<file path="config.mk">
export PLATFORM = sky130hd
export DESIGN_NAME = trap_ctrl
export DESIGN_NICKNAME = d
export VERILOG_FILES = /design/src/rtl/core_pkg.sv /design/src/rtl/trap_ctrl_irq_prio_enc.sv /design/src/rtl/trap_ctrl.sv
export SDC_FILE = /design/constraint.sdc
export NUM_CORES = 1
export LEC_CHECK = 0
export CELL_PAD_IN_SITES_DETAIL_PLACEMENT = 1
export CELL_PAD_IN_SITES_GLOBAL_PLACEMENT = 2
export CORE_UTILIZATION = 18
export CTS_CLUSTER_SIZE = 30
export DETAILED_ROUTE_END_ITERATION = 12
export PLACE_DENSITY_LB_ADDON = 0.25
export SLEW_MARGIN = 20
export SYNTH_ARGS = -nofsm -noshare
export SYNTH_HDL_FRONTEND = slang
export SYNTH_SLANG_ARGS = --single-unit
</file>
<file path="constraint.sdc">
create_clock -name clk_i -period 3.2 [get_ports clk_i]
set_input_delay 0.8 -clock clk_i [delete_from_list [all_inputs] [get_ports clk_i]]
set_output_delay 0.8 -clock clk_i [all_outputs]
set_load 0.1 [all_outputs]
</file>
<file path="src/rtl/core_pkg.sv">
// Shared core definitions: datapath width, trap FSM states, machine CSR
// addresses/bit positions and trap cause encodings.
package core_pkg;

    localparam int unsigned Xlen = 32;

    typedef enum logic [1:0] {
        Idle  = 2'd0,
        Drain = 2'd1,
        Enter = 2'd2
    } trap_state_e;

    localparam logic [11:0] CsrMstatus = 12'h300;
    localparam logic [11:0] CsrMie     = 12'h304;
    localparam logic [11:0] CsrMip     = 12'h344;

    localparam int unsigned MieBit  = 3;
    localparam int unsigned MpieBit = 7;
    localparam int unsigned MsiBit  = 3;
    localparam int unsigned MtiBit  = 7;
    localparam int unsigned MeiBit  = 11;

    typedef enum logic [4:0] {
        IrqMsi = 5'd3,
        IrqMti = 5'd7,
        IrqMei = 5'd11
    } irq_code_e;

    typedef enum logic [4:0] {
        ExcInstrMisaligned = 5'd0,
        ExcInstrAccess     = 5'd1,
        ExcIllegalInstr    = 5'd2,
        ExcBreakpoint      = 5'd3,
        ExcLoadMisaligned  = 5'd4,
        ExcLoadAccess      = 5'd5,
        ExcStoreMisaligned = 5'd6,
        ExcStoreAccess     = 5'd7,
        ExcEcallU          = 5'd8,
        ExcEcallS          = 5'd9,
        ExcEcallM          = 5'd11
    } csr_mcause_e;

endpackage

</file>
<file path="src/rtl/trap_ctrl_irq_prio_enc.sv">
// Fixed-priority encoder for the enabled machine interrupts: ext > soft > timer.
module irq_prio_enc
    import core_pkg::*;
(
    input  logic       ext_i,
    input  logic       soft_i,
    input  logic       timer_i,
    output logic       valid_c,
    output logic [4:0] code_c
);

    always_comb begin
        valid_c = ext_i | soft_i | timer_i;
        code_c  = '0;
        if (ext_i) begin
            code_c = IrqMei;
        end else if (soft_i) begin
            code_c = IrqMsi;
        end else if (timer_i) begin
            code_c = IrqMti;
        end
    end

endmodule

</file>
<file path="src/rtl/trap_ctrl.sv">
// Machine-mode trap sequencer: owns MIE/MPIE, mie and mip, arbitrates
// exceptions against interrupts, drains before interrupts and sequences mret.
module trap_ctrl #(
    parameter int unsigned Xlen         = core_pkg::Xlen,
    parameter int unsigned DrainTimeout = 16
) (
    input  logic            clk_i,
    input  logic            rst_i,
    input  logic            irq_ext_i,
    input  logic            irq_soft_i,
    input  logic            irq_timer_i,
    input  logic            expt_valid_i,
    input  logic [4:0]      expt_cause_i,
    input  logic [Xlen-1:0] expt_pc_i,
    input  logic [Xlen-1:0] expt_tval_i,
    input  logic            mret_i,
    input  logic [Xlen-1:0] next_pc_i,
    input  logic            drain_done_i,
    output logic            flush_req_o,
    input  logic [Xlen-1:0] mtvec_i,
    input  logic [Xlen-1:0] mepc_i,
    input  logic            csr_we_i,
    input  logic [11:0]     csr_addr_i,
    input  logic [Xlen-1:0] csr_wdata_i,
    output logic [Xlen-1:0] csr_rdata_o,
    output logic            csr_hit_o,
    output logic            trap_valid_o,
    output logic [Xlen-1:0] trap_cause_o,
    output logic [Xlen-1:0] trap_epc_o,
    output logic [Xlen-1:0] trap_tval_o,
    output logic            redirect_valid_o,
    output logic [Xlen-1:0] redirect_pc_o,
    output logic            drain_err_o
);
    import core_pkg::*;

    localparam int unsigned CntW = (DrainTimeout < 2) ? 1 : $clog2(DrainTimeout + 1);
    // RV32 keeps mepc word aligned (no compressed support assumed), RV64 halfword aligned.
    localparam logic [Xlen-1:0] EpcMask = (Xlen == 32) ? ~Xlen'(3) : ~Xlen'(1);

    trap_state_e     state_q, state_d;
    logic            mie_q, mie_d;
    logic            mpie_q, mpie_d;
    logic [2:0]      irq_en_q, irq_en_d;
    logic            lat_irq_q, lat_irq_d;
    logic [4:0]      lat_code_q, lat_code_d;
    logic [Xlen-1:0] lat_epc_q, lat_epc_d;
    logic [Xlen-1:0] lat_tval_q, lat_tval_d;
    logic [CntW-1:0] cnt_q, cnt_d;
    logic            drain_err_q, drain_err_d;

    logic            irq_valid_c;
    logic [4:0]      irq_code_c;
    logic            mret_take_c;
    logic            unused_wdata;

    assign unused_wdata = ^csr_wdata_i;

    irq_prio_enc u_prio (
        .ext_i   (irq_ext_i   & irq_en_q[2] & mie_q),
        .soft_i  (irq_soft_i  & irq_en_q[0] & mie_q),
        .timer_i (irq_timer_i & irq_en_q[1] & mie_q),
        .valid_c (irq_valid_c),
        .code_c  (irq_code_c)
    );

    assign mret_take_c = (state_q == Idle) && mret_i && !expt_valid_i && !irq_valid_c;

    always_ff @(posedge clk_i) begin
        if (rst_i) begin
            state_q     <= Idle;
            mie_q       <= 1'b0;
            mpie_q      <= 1'b0;
            irq_en_q    <= '0;
            lat_irq_q   <= 1'b0;
            lat_code_q  <= '0;
            lat_epc_q   <= '0;
            lat_tval_q  <= '0;
            cnt_q       <= '0;
            drain_err_q <= 1'b0;
        end else begin
            state_q     <= state_d;
            mie_q       <= mie_d;
            mpie_q      <= mpie_d;
            irq_en_q    <= irq_en_d;
            lat_irq_q   <= lat_irq_d;
            lat_code_q  <= lat_code_d;
            lat_epc_q   <= lat_epc_d;
            lat_tval_q  <= lat_tval_d;
            cnt_q       <= cnt_d;
            drain_err_q <= drain_err_d;
        end
    end

    always_comb begin
        state_d          = state_q;
        mie_d            = mie_q;
        mpie_d           = mpie_q;
        irq_en_d         = irq_en_q;
        lat_irq_d        = lat_irq_q;
        lat_code_d       = lat_code_q;
        lat_epc_d        = lat_epc_q;
        lat_tval_d       = lat_tval_q;
        cnt_d            = '0;
        drain_err_d      = 1'b0;
        flush_req_o      = 1'b0;
        trap_valid_o     = 1'b0;
        trap_cause_o     = '0;
        trap_epc_o       = '0;
        trap_tval_o      = '0;
        redirect_valid_o = 1'b0;
        redirect_pc_o    = '0;

        // CSR writes land first so a same-cycle trap entry or mret overrides MIE/MPIE.
        if (csr_we_i && csr_addr_i == CsrMie) begin
            irq_en_d = {csr_wdata_i[MeiBit], csr_wdata_i[MtiBit], csr_wdata_i[MsiBit]};
        end
        if (csr_we_i && csr_addr_i == CsrMstatus) begin
            mie_d  = csr_wdata_i[MieBit];
            mpie_d = csr_wdata_i[MpieBit];
        end

        case (state_q)
            Idle: begin
                if (expt_valid_i) begin
                    state_d    = Enter;
                    lat_irq_d  = 1'b0;
                    lat_code_d = expt_cause_i;
                    lat_epc_d  = expt_pc_i & EpcMask;
                    lat_tval_d = expt_tval_i;
                end else if (irq_valid_c) begin
                    state_d    = Drain;
                    lat_irq_d  = 1'b1;
                    lat_code_d = irq_code_c;
                    lat_epc_d  = '0;
                    lat_tval_d = '0;
                end else if (mret_i) begin
                    mie_d            = mpie_q;
                    mpie_d           = 1'b1;
                    redirect_valid_o = 1'b1;
                    redirect_pc_o    = mepc_i;
                end
            end
            Drain: begin
                flush_req_o = 1'b1;
                if (expt_valid_i) begin
                    state_d    = Enter;
                    lat_irq_d  = 1'b0;
                    lat_code_d = expt_cause_i;
                    lat_epc_d  = expt_pc_i & EpcMask;
                    lat_tval_d = expt_tval_i;
                end else if (drain_done_i) begin
                    state_d    = Enter;
                    lat_epc_d  = next_pc_i & EpcMask;
                    lat_tval_d = '0;
                end else if (DrainTimeout != 0 && cnt_q != CntW'(DrainTimeout)) begin
                    cnt_d       = cnt_q + CntW'(1);
                    drain_err_d = (cnt_q + CntW'(1)) == CntW'(DrainTimeout);
                end else begin
                    cnt_d = cnt_q;
                end
            end
            Enter: begin
                state_d          = Idle;
                mpie_d           = mie_q;
                mie_d            = 1'b0;
                trap_valid_o     = 1'b1;
                redirect_valid_o = 1'b1;
                trap_cause_o     = {lat_irq_q, {(Xlen-6){1'b0}}, lat_code_q};
                trap_epc_o       = lat_epc_q;
                trap_tval_o      = lat_tval_q;
                redirect_pc_o    = {mtvec_i[Xlen-1:2], 2'b00};
                if (lat_irq_q && mtvec_i[1:0] == 2'b01) begin
                    redirect_pc_o = {mtvec_i[Xlen-1:2], 2'b00} + Xlen'({lat_code_q, 2'b00});
                end
            end
            default: state_d = Idle;
        endcase
    end

    assign drain_err_o = drain_err_q;

    // mret_take_c mirrors the Idle mret branch; kept as a named qualifier for readability.
    logic unused_mret;
    assign unused_mret = mret_take_c;

    always_comb begin
        csr_rdata_o = '0;
        csr_hit_o   = 1'b0;
        case (csr_addr_i)
            CsrMstatus: begin
                csr_hit_o            = 1'b1;
                csr_rdata_o[MieBit]  = mie_q;
                csr_rdata_o[MpieBit] = mpie_q;
                csr_rdata_o[12:11]   = 2'b11;
            end
            CsrMie: begin
                csr_hit_o           = 1'b1;
                csr_rdata_o[MsiBit] = irq_en_q[0];
                csr_rdata_o[MtiBit] = irq_en_q[1];
                csr_rdata_o[MeiBit] = irq_en_q[2];
            end
            CsrMip: begin
                csr_hit_o           = 1'b1;
                csr_rdata_o[MsiBit] = irq_soft_i;
                csr_rdata_o[MtiBit] = irq_timer_i;
                csr_rdata_o[MeiBit] = irq_ext_i;
            end
            default: ;
        endcase
    end

endmodule

</file>
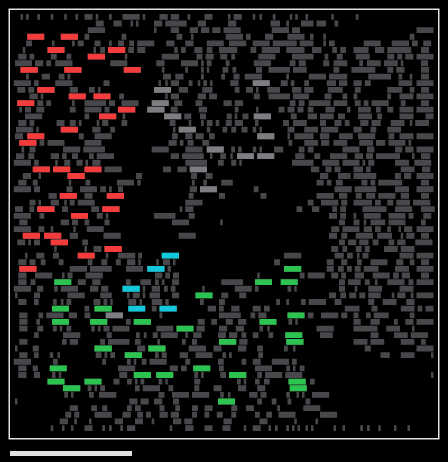
**Above:** run 1 (sequential cells colored by netlist name).
Bar = 50 µm.
| netlist name | color | flops |
|---|---|---|
| lat_tval_q | red | 32 |
| lat_epc_q | green | 30 |
| cnt_q | cyan | 5 |
not colored: 14
Register Area: 1620 µm²
Seq power: 1090 µW
Util after Layout: 39.6%

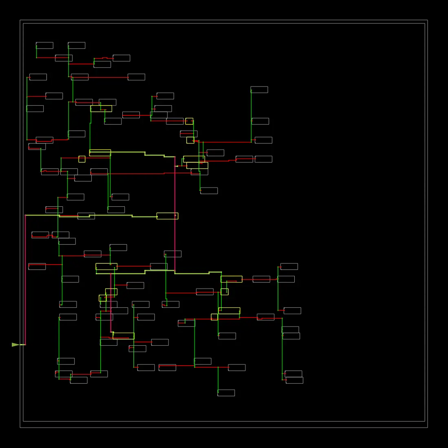
**Above:** run 1 (the clock network).
CTS buffer count: 9
Clock buffer cells: 10
TritonCTS Sinks: 81

==> ci_impl_report.md, run 1 <==
### Flow metrics

| Metric | Value |
|---|---|
| Clock Skew | between 0.006 and 0.007 ns |
| M1 WL | 10.2 mm |
| Area after DPL | 10700 µm² |
| Ports | 383 |
| Met1 Use GR | 18.6% |
| Status | finished with violations |
| Layout cells sized above 1 | 35.5% |
| Final setup violation count | 23 |
| WS Path Type | input port to primary output |
| Core Box Area | 29600 µm² |
| Bufs w/o clock | 388 |
| Netlist Area Pre-Place | roughly 5400 µm² |
| Post-Route WL | 25.2 mm |
| Regs by FF count | lat_tval_q (32), lat_epc_q (30) |
| P_leak | 0.00462 µW |
| Final WS setup | -0.147 ns |
| R2r endpoint | lat_epc_q[26]$_SDFFE_PP0P_ |
| Seq/total area | 13.8% |
| MI comb cells | 565 |
| Crit path required time | 2.40 ns |
| Failing checks | setup timing |
| WL met3 | 2.01 mm |
| HPWL Detailed | 18.6 mm |
| Xor+xnor area frac | between 4 and 5% |
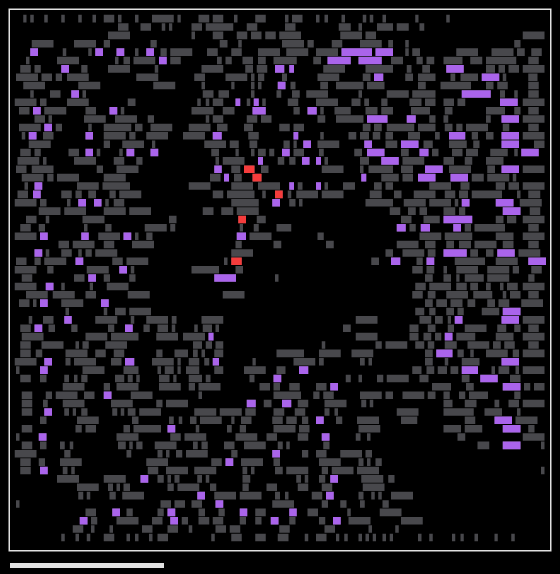
**Above:** run 1 (gate-type map).
Bar = 50 µm.
| family | color | cells |
|---|---|---|
| AND-OR and OR-AND gates | red | 5 |
| inverting AOI/OAI gates | purple | 135 |
dominant logic cell type in the layout: clkdlybuf4s50_1
logic share of the area: 36.9%
final std cells w/o fill: 1452

## run 1: placed cells by master (no fill, tap or decap), types with 4 or more instances in the layout
| cell type | count |
|---|---|
| xnor2_1 | 4 |
| o21ai_2 | 5 |
| ha_4 | 5 |
| a21oi_1 | 8 |
| a211oi_1 | 27 |
| o21ai_4 | 24 |
| a22oi_1 | 34 |
| nand2_1 | 21 |
| clkbuf_16 | 10 |
| nand4_1 | 10 |
| conb_1 | 56 |
| inv_1 | 8 |
| buf_2 | 14 |
| xor2_1 | 6 |
| and3_1 | 29 |
| dfxtp_1 | 81 |
| nor3_1 | 36 |
| buf_8 | 4 |
| nand2_2 | 17 |
| a221oi_1 | 5 |
| and2_2 | 8 |
| buf_12 | 124 |
| xor2_2 | 12 |
| and2_1 | 62 |
| xor2_4 | 5 |
| buf_4 | 67 |
| nand3_1 | 5 |
| nor2_1 | 86 |
| nand3_2 | 4 |
| mux2i_1 | 9 |
| buf_6 | 14 |
| dlygate4sd2_1 | 11 |
| nand3_4 | 8 |
| clkdlybuf4s50_1 | 150 |
| o211ai_1 | 7 |
## run 1: stage by stage
stage               TNS [ns]  util [%]  setup slack (ns)  total power, µW  hold slack [ns]
CTS                    -1.24      38.9            -0.144             3660            0.496
global route           -3.35      39.6            -0.198             3780            0.508
finish                 -1.69      39.6            -0.147             3610            0.491
floorplan              -2.57         -            -0.447             2010            0.468
detailed placement    -14.74      36.0            -0.640             2530            0.486
global placement      -14.29      36.0            -0.613             2520            0.479
## run 1: report_power, final
group,total (µW),internal [µW],switching [µW]
clock network,1030,556,476
logic,1490,558,928
registers,1090,1060,29.4
total,3610,2180,1430
==> run 1 -> run 2 <==
SLEW_MARGIN = unset   (was 20)
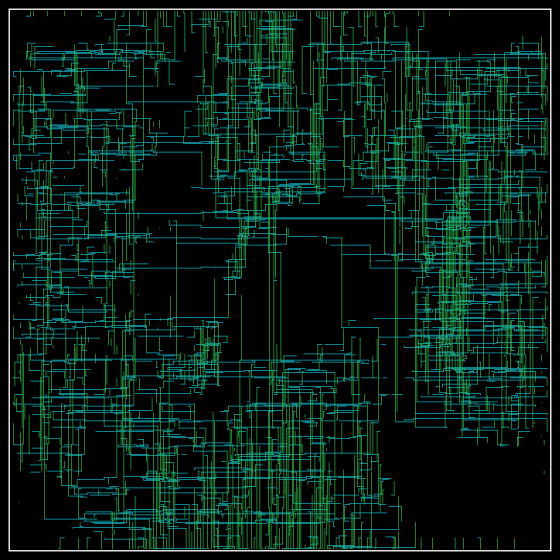
**Above:** run 2 (signal wires by layer).
Only two layers are drawn.
| layer | color | wire length |
|---|---|---|
| met2 | green | 12700 µm |
| met1 | cyan | 10200 µm |
DR vias: 6248
Post-Route WL: 25.2 mm
GRT Overall Usage: 16.1%

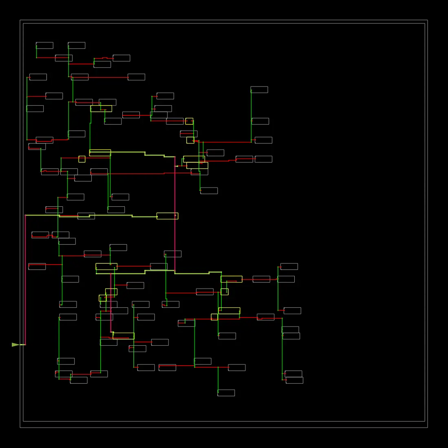
**Above:** run 2 (the clock network).
P_clk: 1030 µW
Clock Skew: 0.00683 ns

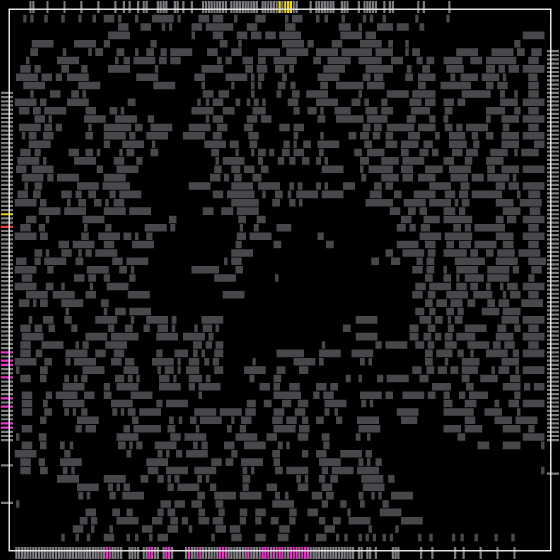
**Above:** run 2 (I/O pins on the die edge).
Pins as bars across the die edge, other pins in gray.
| port | color | pins | direction | edge |
|---|---|---|---|---|
| expt_cause_i | yellow | 5 | input | 4 north, 1 west |
| next_pc_i | magenta | 32 | input | 24 south, 8 west |
| expt_valid_i | red | 1 | input | west |
port bufs: 293
Die W: 176 µm

==> ci_impl_report.md, run 2 <==
### Flow metrics

| Metric | Value |
|---|---|
| Status | finished with violations (unchanged) |
| Failing checks | setup timing (unchanged) |
| Layout cells sized above 1 | 35.5% (unchanged) |
| Reg power frac | 30.3% (about the same) |
| Max H-tree Level | 3 (unchanged) |
| Area after DPL | 10700 µm² (unchanged) |
| Min Hold Slack | 0.491 ns (unchanged) |
| Final TNS setup | -1.69 ns (unchanged) |
| Top pwr grp | combinational cells (unchanged) |
| Register Area | 1620 µm² (unchanged) |
| Placed Instances | 1412 (unchanged) |
| Clock Power Share | 28.6% (about the same) |
| WS Path Type | input port to primary output (unchanged) |
| CTS buffer count | 9 (unchanged) |
| Logic pwr share | 41.2% (about the same) |
| Most numerous cell in the Yosys netlist | nor2_1 (unchanged) |
| Internal power | 2180 µW (unchanged) |
| P_leak | 0.00462 µW (unchanged) |
| Most instantiated logic cells after routing | 150 x clkdlybuf4s50_1, 124 x buf_12, 86 x nor2_1, 81 x dfxtp_1, 67 x buf_4 (unchanged) |
| Sw Share | 39.7% (unchanged) |
| Setup WS pre-CTS | -0.640 ns (unchanged) |
| Seq power | 1090 µW (about the same) |
| Regs by FF count | lat_tval_q (32), lat_epc_q (30) (unchanged) |
| Ports | 383 (unchanged) |
| Util after Layout | 39.6% (unchanged) |
| Final setup violation count | 23 (unchanged) |
| Netlist Area Pre-Place | 5420 µm² (unchanged) |
| Dominant logic cell type in the layout | clkdlybuf4s50_1 (unchanged) |
| Crit path required time | 2.40 ns (about the same) |
| Final std cells w/o fill | 1452 (unchanged) |
| Final WS setup | -0.147 ns (unchanged) |
| Total chip power | 3610 µW (unchanged) |
run 2: path summary, 6_finish.rpt:
check | from | to | cells past startpoint
max reg2reg | irq_en_q[2]$_SDFFE_PP0P_ | lat_epc_q[26]$_SDFFE_PP0P_ | 7
min | lat_epc_q[7]$_SDFFE_PP0P_ | lat_epc_q[7]$_SDFFE_PP0P_ | 2
min reg2reg | lat_epc_q[7]$_SDFFE_PP0P_ | lat_epc_q[7]$_SDFFE_PP0P_ | 2
max | mtvec_i[16] | redirect_pc_o[29] | 8
run 2: logic make-up (layout without fill, tap and decap cells):
logic type               after synthesis  after routing
multiplexers                          10             10
other                                  1             56
XOR/XNOR                              29             29
flip-flops                            81             81
buffers and inverters                123            416
AND/OR/NAND/NOR                      321            321
AND-OR/OR-AND                        140            140
adder cells (fa/ha/maj)                9              9
run 2: per-layer routing:
metal  part of all wire, %  vias up  global-route usage, %  wire length (µm)
li1                      -     3066                      -                 -
met1                    41     2961                   18.6             10200
met2                    50      199                   28.8             12700
met3                   8.0       18                   5.52              2010
met4                  0.90        4                   3.12               227
met5                  0.11        -                      0                29
run 2: layout make-up:
type / instances / area share, %
repair buffers: 388 / 42.2
multi-input cells: 565 / 36.9
flip-flops and latches: 81 / 13.8
well taps: 390 / 4.16
clock buffers: 10 / 2.04
inverters: 12 / 0.448
clock inverters: 6 / 0.427
run 2: worst max-delay path, cell delays in order:
cell and delay [ns]:
clkdlybuf4s15_1 0.19, and4_4 0.25, and4_4 0.25, buf_6 0.12, nand3_2 0.07, or4_1 0.55
nand3_2 0.12, buf_12 0.18
run 2: repair_timing:
action                                  4_1_cts  5_1_grt
pin swaps                                    58       38
endpoints found under the setup margin       36       42
resized                                     179       33
gates cloned                                  3        0
setup buffers                                18        5
No activity file was given, so power comes from the tool's default toggle rates.
